[config.mk]
export PLATFORM = sky130hd
export DESIGN_NAME = sumador_serial_ctrl_flat
export DESIGN_NICKNAME = d
export VERILOG_FILES = /design/src/rtl/sumador_serial_pkg.sv /design/src/rtl/sumador_serial_ctrl_if.sv /design/src/rtl/registro_desplazamiento.sv /design/src/rtl/sumador_serial_ctrl.sv /design/src/flat_wrapper.sv
export SDC_FILE = /design/constraint.sdc
export NUM_CORES = 1
export LEC_CHECK = 0
export CAP_MARGIN = 5
export CORE_MARGIN = 10
export CORE_UTILIZATION = 50
export DETAILED_ROUTE_END_ITERATION = 10
export PLACE_DENSITY = 0.89
export SLEW_MARGIN = 5
export SYNTH_ARGS = -nofsm -noshare
export SYNTH_HDL_FRONTEND = slang
export SYNTH_SLANG_ARGS = --single-unit
[constraint.sdc]
create_clock -name clk -period 3.65 [get_ports clk]
set_input_delay 0.9125 -clock clk [delete_from_list [all_inputs] [get_ports clk]]
set_output_delay 0.9125 -clock clk [all_outputs]
set_load 0.03 [all_outputs]
[src/rtl/sumador_serial_pkg.sv]
// sumador_serial_pkg: shared types and constants for the bit-serial
// add/subtract sequencer.
//   state_t    - sequencer states (IDLE, SHIFT, DONE)
//   WIDTH_DEF  - default operand/result width
//   cnt_width  - bit-counter width for a given operand width
package sumador_serial_pkg;

  typedef enum logic [1:0] {
    IDLE  = 2'd0,
    SHIFT = 2'd1,
    DONE  = 2'd2
  } state_t;

  localparam int unsigned WIDTH_DEF = 8;

  // Counter must hold 0..w-1; never narrower than one bit.
  function automatic int unsigned cnt_width(input int unsigned w);
    return (w < 2) ? 1 : $clog2(w);
  endfunction

endpackage

[src/rtl/sumador_serial_ctrl_if.sv]
// sumador_serial_ctrl_if: request/response bundle of the serial adder.
//   start, sub, op_a, op_b         - request (driven by master)
//   result, carry_out, overflow,
//   busy, done                     - response (driven by slave)
// Modports: master (requester), slave (sequencer).
interface sumador_serial_ctrl_if
  import sumador_serial_pkg::*;
#(
  parameter int unsigned WIDTH = WIDTH_DEF
) ();

  logic             start;
  logic             sub;
  logic [WIDTH-1:0] op_a;
  logic [WIDTH-1:0] op_b;
  logic [WIDTH-1:0] result;
  logic             carry_out;
  logic             overflow;
  logic             busy;
  logic             done;

  modport master (
    output start, sub, op_a, op_b,
    input  result, carry_out, overflow, busy, done
  );

  modport slave (
    input  start, sub, op_a, op_b,
    output result, carry_out, overflow, busy, done
  );

endinterface

[src/rtl/registro_desplazamiento.sv]
// registro_desplazamiento: right-shift register with parallel load and
// serial input entering the MSB. Load has priority over shift.
//   clk, rst    - clock, asynchronous active-high reset
//   load_i      - parallel load of load_val_i
//   shift_i     - shift right by one, ser_i into MSB
//   ser_i       - serial input
//   load_val_i  - parallel load value
//   q_o         - register contents
module registro_desplazamiento #(
  parameter int unsigned W = 8
) (
  input  logic         clk,
  input  logic         rst,
  input  logic         load_i,
  input  logic         shift_i,
  input  logic         ser_i,
  input  logic [W-1:0] load_val_i,
  output logic [W-1:0] q_o
);

  logic [W-1:0] sr_q;

  always_ff @(posedge clk or posedge rst) begin
    if (rst) begin
      sr_q <= '0;
    end else if (load_i) begin
      sr_q <= load_val_i;
    end else if (shift_i) begin
      sr_q <= {ser_i, sr_q[W-1:1]};
    end
  end

  assign q_o = sr_q;

endmodule

[src/rtl/sumador_serial_ctrl.sv]
// sumador_serial_ctrl: bit-serial add/subtract sequencer feeding an external
// combinational 1-bit adder cell, LSB first, one bit per clock.
//   clk, rst          - clock, asynchronous active-high reset
//   bus (slave)       - start/sub/op_a/op_b request; result/carry_out/
//                       overflow/busy/done response
//   bit_a, bit_b      - operand bits to the cell (bit_b inverted for sub)
//   bit_ci            - carry-in to the cell (carry register)
//   bit_sel           - 0 while the cell is in use, 1 when idle
//   bit_o, bit_co     - sum and carry-out from the cell, same cycle
// Optional feature: define SUMADOR_SERIAL_OVF_EN to capture signed overflow;
// otherwise overflow is tied to 0.
module sumador_serial_ctrl
  import sumador_serial_pkg::*;
#(
  parameter int unsigned WIDTH = WIDTH_DEF
) (
  input  logic                 clk,
  input  logic                 rst,
  sumador_serial_ctrl_if.slave bus,
  output logic                 bit_a,
  output logic                 bit_b,
  output logic                 bit_ci,
  output logic                 bit_sel,
  input  logic                 bit_o,
  input  logic                 bit_co
);

  localparam int unsigned CW = cnt_width(WIDTH);

  state_t           state_q, state_d;
  logic [CW-1:0]    cnt_q, cnt_d;
  logic             carry_q, carry_d;
  logic [WIDTH-1:0] result_q, result_d;
  logic             cout_q, cout_d;
  logic             accept, shifting, last;
  logic [WIDTH-1:0] a_q, b_q, r_q;
  logic             unused_bits;

  // Subtraction is A + ~B + 1: invert B on load, carry register starts at 1.
  registro_desplazamiento #(.W(WIDTH)) u_sr_a (
    .clk(clk), .rst(rst), .load_i(accept), .shift_i(shifting),
    .ser_i(1'b0), .load_val_i(bus.op_a), .q_o(a_q)
  );

  registro_desplazamiento #(.W(WIDTH)) u_sr_b (
    .clk(clk), .rst(rst), .load_i(accept), .shift_i(shifting),
    .ser_i(1'b0), .load_val_i(bus.sub ? ~bus.op_b : bus.op_b), .q_o(b_q)
  );

  registro_desplazamiento #(.W(WIDTH)) u_sr_r (
    .clk(clk), .rst(rst), .load_i(accept), .shift_i(shifting),
    .ser_i(bit_o), .load_val_i('0), .q_o(r_q)
  );

  // Only the LSBs of A/B and the upper bits of the result register are read.
  assign unused_bits = ^{a_q[WIDTH-1:1], b_q[WIDTH-1:1], r_q[0]};

  assign shifting = (state_q == SHIFT);

  always_comb begin
    state_d  = state_q;
    cnt_d    = cnt_q;
    carry_d  = carry_q;
    result_d = result_q;
    cout_d   = cout_q;
    accept   = 1'b0;
    last     = 1'b0;
    bit_a    = 1'b0;
    bit_b    = 1'b0;
    bit_ci   = 1'b0;
    bit_sel  = 1'b1;
    case (state_q)
      IDLE: begin
        if (bus.start) begin
          accept  = 1'b1;
          state_d = SHIFT;
          cnt_d   = '0;
          carry_d = bus.sub;
        end
      end
      SHIFT: begin
        bit_a   = a_q[0];
        bit_b   = b_q[0];
        bit_ci  = carry_q;
        bit_sel = 1'b0;
        carry_d = bit_co;
        cnt_d   = cnt_q + 1'b1;
        if (cnt_q == CW'(WIDTH - 1)) begin
          // Final bit: the result register already shifts this edge, so the
          // visible result is assembled from its next value directly.
          last     = 1'b1;
          state_d  = DONE;
          result_d = {bit_o, r_q[WIDTH-1:1]};
          cout_d   = bit_co;
        end
      end
      DONE:    state_d = IDLE;
      default: state_d = IDLE;
    endcase
  end

  always_ff @(posedge clk or posedge rst) begin
    if (rst) begin
      state_q  <= IDLE;
      cnt_q    <= '0;
      carry_q  <= 1'b0;
      result_q <= '0;
      cout_q   <= 1'b0;
    end else begin
      state_q  <= state_d;
      cnt_q    <= cnt_d;
      carry_q  <= carry_d;
      result_q <= result_d;
      cout_q   <= cout_d;
    end
  end

`ifdef SUMADOR_SERIAL_OVF_EN
  logic ovf_q;

  // Carry into MSB xor carry out of MSB, both visible on the final bit.
  always_ff @(posedge clk or posedge rst) begin
    if (rst) begin
      ovf_q <= 1'b0;
    end else if (last) begin
      ovf_q <= carry_q ^ bit_co;
    end
  end

  assign bus.overflow = ovf_q;
`else
  assign bus.overflow = 1'b0;
`endif

  assign bus.result    = result_q;
  assign bus.carry_out = cout_q;
  assign bus.busy      = (state_q != IDLE);
  assign bus.done      = (state_q == DONE);

endmodule

[src/flat_wrapper.sv]
// flat-port wrapper written by rule: the top's interface ports become plain ports
module sumador_serial_ctrl_flat import sumador_serial_pkg::*;
#(
  parameter int unsigned WIDTH = WIDTH_DEF
)
  (clk, rst, bit_a, bit_b, bit_ci, bit_sel, bit_o, bit_co, bus_start, bus_sub, bus_op_a, bus_op_b, bus_result, bus_carry_out, bus_overflow, bus_busy, bus_done);
  sumador_serial_ctrl_if #(.WIDTH(WIDTH)) bus_i ();
  input  logic clk;
  input  logic rst;
  output logic bit_a;
  output logic bit_b;
  output logic bit_ci;
  output logic bit_sel;
  input  logic bit_o;
  input  logic bit_co;
  input wire logic [$bits(bus_i.start)-1:0] bus_start;
  input wire logic [$bits(bus_i.sub)-1:0] bus_sub;
  input wire logic [$bits(bus_i.op_a)-1:0] bus_op_a;
  input wire logic [$bits(bus_i.op_b)-1:0] bus_op_b;
  output wire logic [$bits(bus_i.result)-1:0] bus_result;
  output wire logic [$bits(bus_i.carry_out)-1:0] bus_carry_out;
  output wire logic [$bits(bus_i.overflow)-1:0] bus_overflow;
  output wire logic [$bits(bus_i.busy)-1:0] bus_busy;
  output wire logic [$bits(bus_i.done)-1:0] bus_done;
  assign bus_i.start = bus_start;
  assign bus_i.sub = bus_sub;
  assign bus_i.op_a = bus_op_a;
  assign bus_i.op_b = bus_op_b;
  assign bus_result = bus_i.result;
  assign bus_carry_out = bus_i.carry_out;
  assign bus_overflow = bus_i.overflow;
  assign bus_busy = bus_i.busy;
  assign bus_done = bus_i.done;
  sumador_serial_ctrl #(.WIDTH(WIDTH)) u_core (.clk(clk), .rst(rst), .bus(bus_i), .bit_a(bit_a), .bit_b(bit_b), .bit_ci(bit_ci), .bit_sel(bit_sel), .bit_o(bit_o), .bit_co(bit_co));
endmodule
Figure 1. Routed metal, one color a layer.
Scale: 3 px per um.
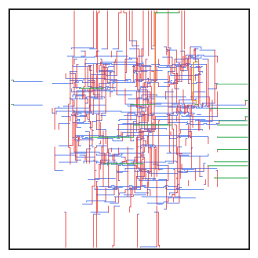
| color | layer | wire length |
|---|---|---|
| red | met2 | 1900 um |
| orange | met4 | 46.7 um |
| blue | met1 | 1550 um |
| green | met3 | 163 um |
final wirelength: 3654 um
per-cell routed wire length: 14.73 um
via count: 1271

Figure 2. Clock distribution.
Scale: 4 px per um.
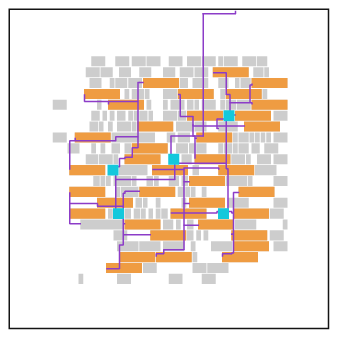
[purple] clock wires | length: 411 um
[cyan] cells driving clock nets | count: 5
[orange] flip-flops | count: 38
routed clock nets: 6

Figure 3. Track usage over the die.
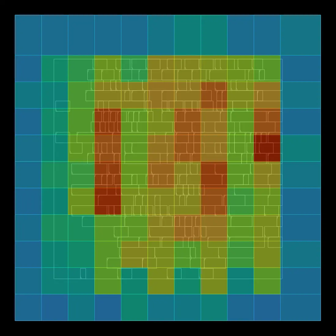
met1 Use GR: 0.1430
GRT met3 Usage: 0.03153
post-layout util: 0.6611
GR peak layer: met2

Figure 4. Signal wires on met3.
Scale: 3 px per um.
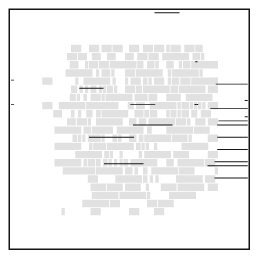
nets with wire on the layer: 18
main direction: horizontal
share of all routed wire: 4.5%

Figure 5. Sequential cells colored by netlist name.
Scale: 3 px per um. Other sequential cells in the stronger gray, the rest of the logic in the fainter gray.
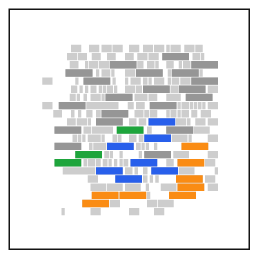
| color | netlist name | placed flops |
|---|---|---|
| green | u_core.cnt_q | 3 |
| orange | u_core.bus.result | 8 |
| blue | u_core.u_sr_r.q_o | 7 |
flop share of the area: 0.4243
sequential standard cell area: 950.9 um2
P_seq: 733 uW

==> notes.md <==
run metrics: Max Freq 0.3341 GHz, mapped cell area 1768 um2, Final GP Congestion 0.7495, initial antenna violation count 0, number of enable flip-flop cells 0, P_leak 0.001077 uW, Iter 0 DRT Violations 67, Buf/Inv on CP 2, Psw 738.8 uW, Root Buffer clkbuf_4, CP max FO 10, CLK BUF 6, Hold Path Depth 2, dpl cells 240, H-tree depth 2, vias in the first global route 1272, ao+oa area frac 0.07926, CP Class register to output pin, reg2reg start u_core.state_q[0]$_DFFE_PP0P_, worst min-delay path class register to register, #MultiIn Comb 114, Initial Util 0.5216, syn_nets 189, YS warnings 0, Pins Over Slew Limit 0, Placed Area 2130 um2, mux frac, synth 0.07643, cell count listed in synth_stat.txt 165, Pre-Repair DR Iteration Count 4, top cell type's share of synthesized area 0.5379, highest routed metal layer met4, Late-Pin Clk Latency 0.34 ns, postcts setup bufs 0, bufs w/o clock 39, row cnt 21, Die Span Y 79.47 um, Final Hold Viols 0, Flops 38, Internal 1232 uW, tap cells 46, Critical Path Stages 4, Adder Area Share 0.01415, met3 WL 163 um, P_clk 366 uW, Num CTS Buffers 5, reg2reg end u_core.bus.result[4]$_DFFE_PP0P_, Post-Route Skew 0.01443 ns, setup tns final 0 ns, Synth top cell by count nand2_1, Sw Share 0.3748, post-route minimum period 2.993 ns, RSZ-0062 raised after global routing false, area leader, netlist dfrtp_1, DR vias/cell 5.125, Slew HR 0.4270, Total GRT Usage 0.1176, Post-synth ARST share 1.000, CTS Sinks 38, Setup-failing EPs final 0, status completed, Detailed Place HPWL 2704 um, worst hold margin 0.4898 ns, pwr/cell area 879.5 nW/um2, largest class registers, most frequent cells after synthesis nand2_1 (46), dfrtp_1 (38), nand3_1 (10), Seq/Total Area, Yosys 0.5379, antenna viol nets, final 0, met2 WL post-DR 1895 um, core area 3390 um2, power share of the clock group 0.186, sequential share of power 0.372, Max rail drop VDD 0.4201 mV, largest net degree at the start of global routing 26, cycle use final 0.8201, Crit path max-delay family buffers and inverters, clock-pin slew of the registers on the worst-case setup and hold paths 0.12 ns, syn avg cell area 10.71 um2
No activity file was given, so power comes from the tool's default toggle rates.
